==> config.mk <==
export PLATFORM = sky130hd
export DESIGN_NAME = multicycle_ctrl
export DESIGN_NICKNAME = d
export VERILOG_FILES = /design/src/rtl/multicycle_ctrl.sv
export SDC_FILE = /design/constraint.sdc
export NUM_CORES = 1
export LEC_CHECK = 0
export CAP_MARGIN = 15
export CELL_PAD_IN_SITES_DETAIL_PLACEMENT = 1
export CELL_PAD_IN_SITES_GLOBAL_PLACEMENT = 1
export CORE_UTILIZATION = 38
export DETAILED_ROUTE_END_ITERATION = 6
export GPL_ROUTABILITY_DRIVEN = 0
export PLACE_DENSITY_LB_ADDON = 0.3
export SYNTH_ARGS = -nofsm -noshare
export SYNTH_HDL_FRONTEND = slang
export SYNTH_SLANG_ARGS = --single-unit
==> constraint.sdc <==
create_clock -name clk -period 2.73 [get_ports clk]
set_clock_uncertainty 0.1 [all_clocks]
set_input_delay 0.546 -clock clk [delete_from_list [all_inputs] [get_ports clk]]
set_output_delay 0.546 -clock clk [all_outputs]
set_load 0.01 [all_outputs]
==> src/rtl/multicycle_ctrl.sv <==
// Multi-cycle RV32I sequencer: walks FETCH/DECODE/EXEC/MEM/WB from the IR opcode and
// drives the shared memory port, PC/IR enables, ALU selects, writeback select and instret.
module multicycle_ctrl #(
   parameter int MEM_WAIT_MAX = 255,
   parameter int RET_W        = 32
) (
   input  logic             clk,
   input  logic             rst_n,
   input  logic [6:0]       opcode,
   input  logic             branch_taken,
   input  logic             mem_ready,
   output logic             mem_req,
   output logic             mem_we,
   output logic             mem_addr_sel,
   output logic             ir_write,
   output logic             pc_write,
   output logic [1:0]       pc_src,
   output logic             alu_src_a,
   output logic [1:0]       alu_src_b,
   output logic             reg_write,
   output logic [1:0]       wb_sel,
   output logic [2:0]       state,
   output logic             illegal,
   output logic             timeout,
   output logic [RET_W-1:0] instret
);

   localparam logic [6:0] OP_RTYPE  = 7'b0110011;
   localparam logic [6:0] OP_ITYPE  = 7'b0010011;
   localparam logic [6:0] OP_LOAD   = 7'b0000011;
   localparam logic [6:0] OP_STORE  = 7'b0100011;
   localparam logic [6:0] OP_BRANCH = 7'b1100011;
   localparam logic [6:0] OP_LUI    = 7'b0110111;
   localparam logic [6:0] OP_AUIPC  = 7'b0010111;
   localparam logic [6:0] OP_JAL    = 7'b1101111;
   localparam logic [6:0] OP_JALR   = 7'b1100111;

   // Counter only ever holds MEM_WAIT_MAX-1 before expiry moves us to HALT.
   localparam int WW = (MEM_WAIT_MAX > 1) ? $clog2(MEM_WAIT_MAX) : 1;

   typedef enum logic [2:0] {
      S_FETCH  = 3'd0,
      S_DECODE = 3'd1,
      S_EXEC   = 3'd2,
      S_MEM    = 3'd3,
      S_WB     = 3'd4,
      S_HALT   = 3'd5
   } state_t;

   state_t            cur_state, nxt_state;
   logic [WW-1:0]     wait_cnt;
   logic              wait_inc;
   logic              illegal_q, timeout_q;
   logic              set_illegal, set_timeout;
   logic              retire;
   logic [RET_W-1:0]  instret_q;

   logic is_load, is_store, is_branch, is_jal, is_jalr, is_lui, legal;
   logic expire;

   logic       mem_req_c, mem_we_c, mem_addr_sel_c, ir_write_c, pc_write_c;
   logic [1:0] pc_src_c, alu_src_b_c, wb_sel_c;
   logic       alu_src_a_c, reg_write_c;
   logic       op_a;
   logic [1:0] op_b;

   assign is_load   = (opcode == OP_LOAD);
   assign is_store  = (opcode == OP_STORE);
   assign is_branch = (opcode == OP_BRANCH);
   assign is_jal    = (opcode == OP_JAL);
   assign is_jalr   = (opcode == OP_JALR);
   assign is_lui    = (opcode == OP_LUI);
   assign legal     = (opcode == OP_RTYPE) || (opcode == OP_ITYPE) || is_load || is_store ||
                      is_branch || is_lui || (opcode == OP_AUIPC) || is_jal || is_jalr;

   // Ready in the expiry cycle still completes the access normally.
   assign expire = (MEM_WAIT_MAX != 0) && !mem_ready &&
                   (wait_cnt == WW'(MEM_WAIT_MAX - 1));

   // ALU operand selects used in EXEC and held through WB.
   always_comb begin
      op_a = 1'b0;
      op_b = 2'b00;
      case (opcode)
         OP_ITYPE, OP_LOAD, OP_STORE, OP_JALR: op_b = 2'b01;
         OP_AUIPC: begin
            op_a = 1'b1;
            op_b = 2'b01;
         end
         OP_JAL: begin
            op_a = 1'b1;
            op_b = 2'b10;
         end
         default: ;
      endcase
   end

   always_ff @(posedge clk or negedge rst_n) begin
      if (!rst_n) begin
         cur_state <= S_FETCH;
         wait_cnt  <= '0;
         illegal_q <= 1'b0;
         timeout_q <= 1'b0;
         instret_q <= '0;
      end else begin
         cur_state <= nxt_state;
         wait_cnt  <= wait_inc ? wait_cnt + 1'b1 : '0;
         if (set_illegal) illegal_q <= 1'b1;
         if (set_timeout) timeout_q <= 1'b1;
         if (retire)      instret_q <= instret_q + 1'b1;
      end
   end

   always_comb begin
      nxt_state      = cur_state;
      wait_inc       = 1'b0;
      set_illegal    = 1'b0;
      set_timeout    = 1'b0;
      retire         = 1'b0;
      mem_req_c      = 1'b0;
      mem_we_c       = 1'b0;
      mem_addr_sel_c = 1'b0;
      ir_write_c     = 1'b0;
      pc_write_c     = 1'b0;
      pc_src_c       = 2'b00;
      alu_src_a_c    = 1'b0;
      alu_src_b_c    = 2'b00;
      reg_write_c    = 1'b0;
      wb_sel_c       = 2'b00;
      case (cur_state)
         S_FETCH: begin
            mem_req_c  = 1'b1;
            ir_write_c = mem_ready;
            if (mem_ready) begin
               nxt_state = S_DECODE;
            end else if (expire) begin
               nxt_state   = S_HALT;
               set_timeout = 1'b1;
            end else begin
               wait_inc = 1'b1;
            end
         end
         S_DECODE: begin
            if (legal) begin
               nxt_state = S_EXEC;
            end else begin
               nxt_state   = S_HALT;
               set_illegal = 1'b1;
            end
         end
         S_EXEC: begin
            alu_src_a_c = op_a;
            alu_src_b_c = op_b;
            if (is_branch) begin
               pc_write_c = 1'b1;
               pc_src_c   = branch_taken ? 2'b01 : 2'b00;
               retire     = 1'b1;
               nxt_state  = S_FETCH;
            end else if (is_load || is_store) begin
               nxt_state = S_MEM;
            end else begin
               nxt_state = S_WB;
            end
         end
         S_MEM: begin
            mem_req_c      = 1'b1;
            mem_addr_sel_c = 1'b1;
            mem_we_c       = is_store;
            if (mem_ready) begin
               if (is_store) begin
                  pc_write_c = 1'b1;
                  retire     = 1'b1;
                  nxt_state  = S_FETCH;
               end else begin
                  nxt_state = S_WB;
               end
            end else if (expire) begin
               nxt_state   = S_HALT;
               set_timeout = 1'b1;
            end else begin
               wait_inc = 1'b1;
            end
         end
         S_WB: begin
            alu_src_a_c = op_a;
            alu_src_b_c = op_b;
            reg_write_c = 1'b1;
            pc_write_c  = 1'b1;
            retire      = 1'b1;
            nxt_state   = S_FETCH;
            if (is_load)                  wb_sel_c = 2'b01;
            else if (is_jal || is_jalr)   wb_sel_c = 2'b10;
            else if (is_lui)              wb_sel_c = 2'b11;
            if (is_jal)                   pc_src_c = 2'b01;
            else if (is_jalr)             pc_src_c = 2'b10;
         end
         S_HALT: ;
         default: nxt_state = S_HALT;
      endcase
   end

   // Everything is forced low while reset is held so nothing escapes mid-abort.
   assign mem_req      = rst_n & mem_req_c;
   assign mem_we       = rst_n & mem_we_c;
   assign mem_addr_sel = rst_n & mem_addr_sel_c;
   assign ir_write     = rst_n & ir_write_c;
   assign pc_write     = rst_n & pc_write_c;
   assign pc_src       = rst_n ? pc_src_c : 2'b00;
   assign alu_src_a    = rst_n & alu_src_a_c;
   assign alu_src_b    = rst_n ? alu_src_b_c : 2'b00;
   assign reg_write    = rst_n & reg_write_c;
   assign wb_sel       = rst_n ? wb_sel_c : 2'b00;
   assign state        = cur_state;
   assign illegal      = illegal_q;
   assign timeout      = timeout_q;
   assign instret      = instret_q;

endmodule

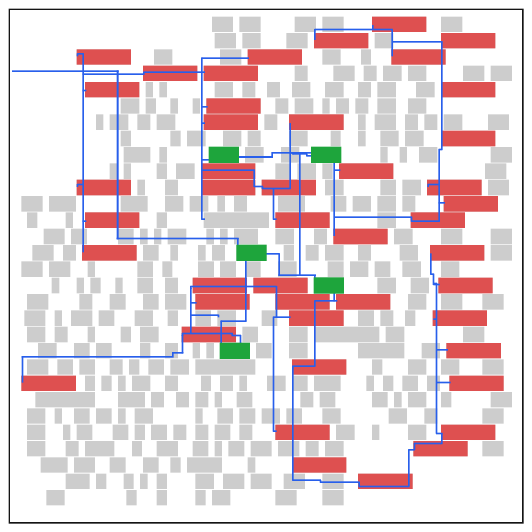
*Clock network drawn from the DEF*
Scale: 6 px per µm.
Blue is clock wires, length 592 µm. Green is clock drivers, count 5. Red is flip-flops, count 45.
Position of the flops: spread over the die.
clock distribution power: 0.000610 W
clk_lat worst skew: 300 ps

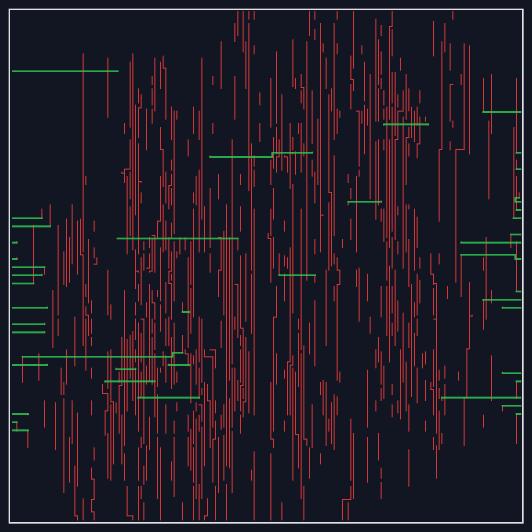
*Routed metal, one colour a layer*
Scale: 6 px per µm. Only two layers are drawn.
Green is metal 3, wire length 246 µm. Red is metal 2, wire length 3520 µm.

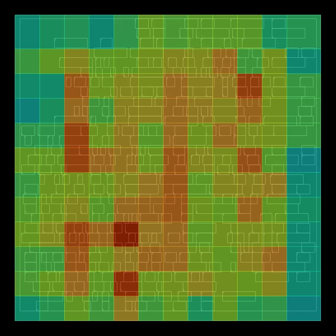
*Routing congestion*
fin util: 53.1%
met3 Usage GRT: 3.70%
total track usage: 20.4%
GRT busiest layer: met2

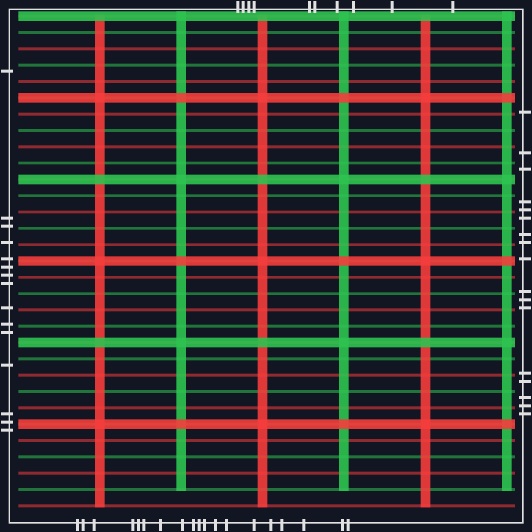
*PDN straps and rails*
Scale: 6 px per µm. Pins as bars on the die edge.
Green is VDD. Red is VSS.
61 signal pins sit on the boundary. 31 met1 rails follow the rows. 6 straps on met5. 6 straps on met4.

==> qor.txt <==
Max Slew Vio Count: 0
Top-count cell post-synth: dfrtp_1
WL per Instance: 16.7 µm
Synthesized area per cell: 9.89 µm²
Layout Area Growth over Synthesis: 36.0%
Global-route wire length before repair: 11900 µm
Worst endpoint required time: 2080 ps
Most instantiated logic cell after routing: dfrtp_1
Simple Share, Synth: 21.7%
Worst setup path start: state[0]
OpenROAD warning count: 27
Fin Setup TNS: 0 ps
CP Launch Type: flop
Clock network area share: 3.83%
Area share of buffers outside the clock network: 20.7%
H-tree depth: 2
Root buffer cell: clkbuf_8
Yosys cell count: 267
Initial DRT Pass Iterations: 4
Yosys synthesis chip area: 2640 µm²
Largest net degree at the start of global routing: 42
Synth mux share: 0.427%
WP buf/inv: 1
Vias in the first global route: 2439
Final Power: 0.00184 W
M2 GR Usage: 35.8%
Met2 WL: 3520 µm
CTS tree: yes
Port Buffer Count: 60
Top Metal Used: met4
First DRT Iteration DRCs: 114
Post-DRT Antenna Nets: 0
Slew Limit Headroom: 60.6%
Main logic family after synthesis: simple AND/OR/NAND/NOR gates
Hold WS: 109 ps
Well Taps: 80
Fill count: 788
Run status: completed
Die width: 85.4 µm
Cell depth of the worst setup path: 3
Path depth of the worst reg2reg path: 6
Critical Path AT: 1980 ps
Xor+xnor area frac: 12.6%
R2r setup slk: 620 ps
Clock buffer cells: 5
Top post-synthesis cells by count: 45 x dfrtp_1, 32 x xnor2_1, 25 x nor2_1
Yosys warnings: 0
Cell Chain, Critical Path: or2_2, a211oi_1, clkdlybuf4s50_1
Post-synthesis sequential area ratio: 42.7%
Top cells excl fill/tap: 45 x dfrtp_1, 43 x clkdlybuf4s50_1, 32 x xnor2_1
Comb area share: 40.6%
Place WS: -480 ps
Crit Path Class: reg -> out
Metal3 WL: 245 µm
Antenna violations before repair: 0
Io pins: 61
Synth Register Bits: 45
Final setup fails: 0
Area leader, netlist: dfrtp_1
Power figures rest on the tool's default switching activity, not on a simulated workload.
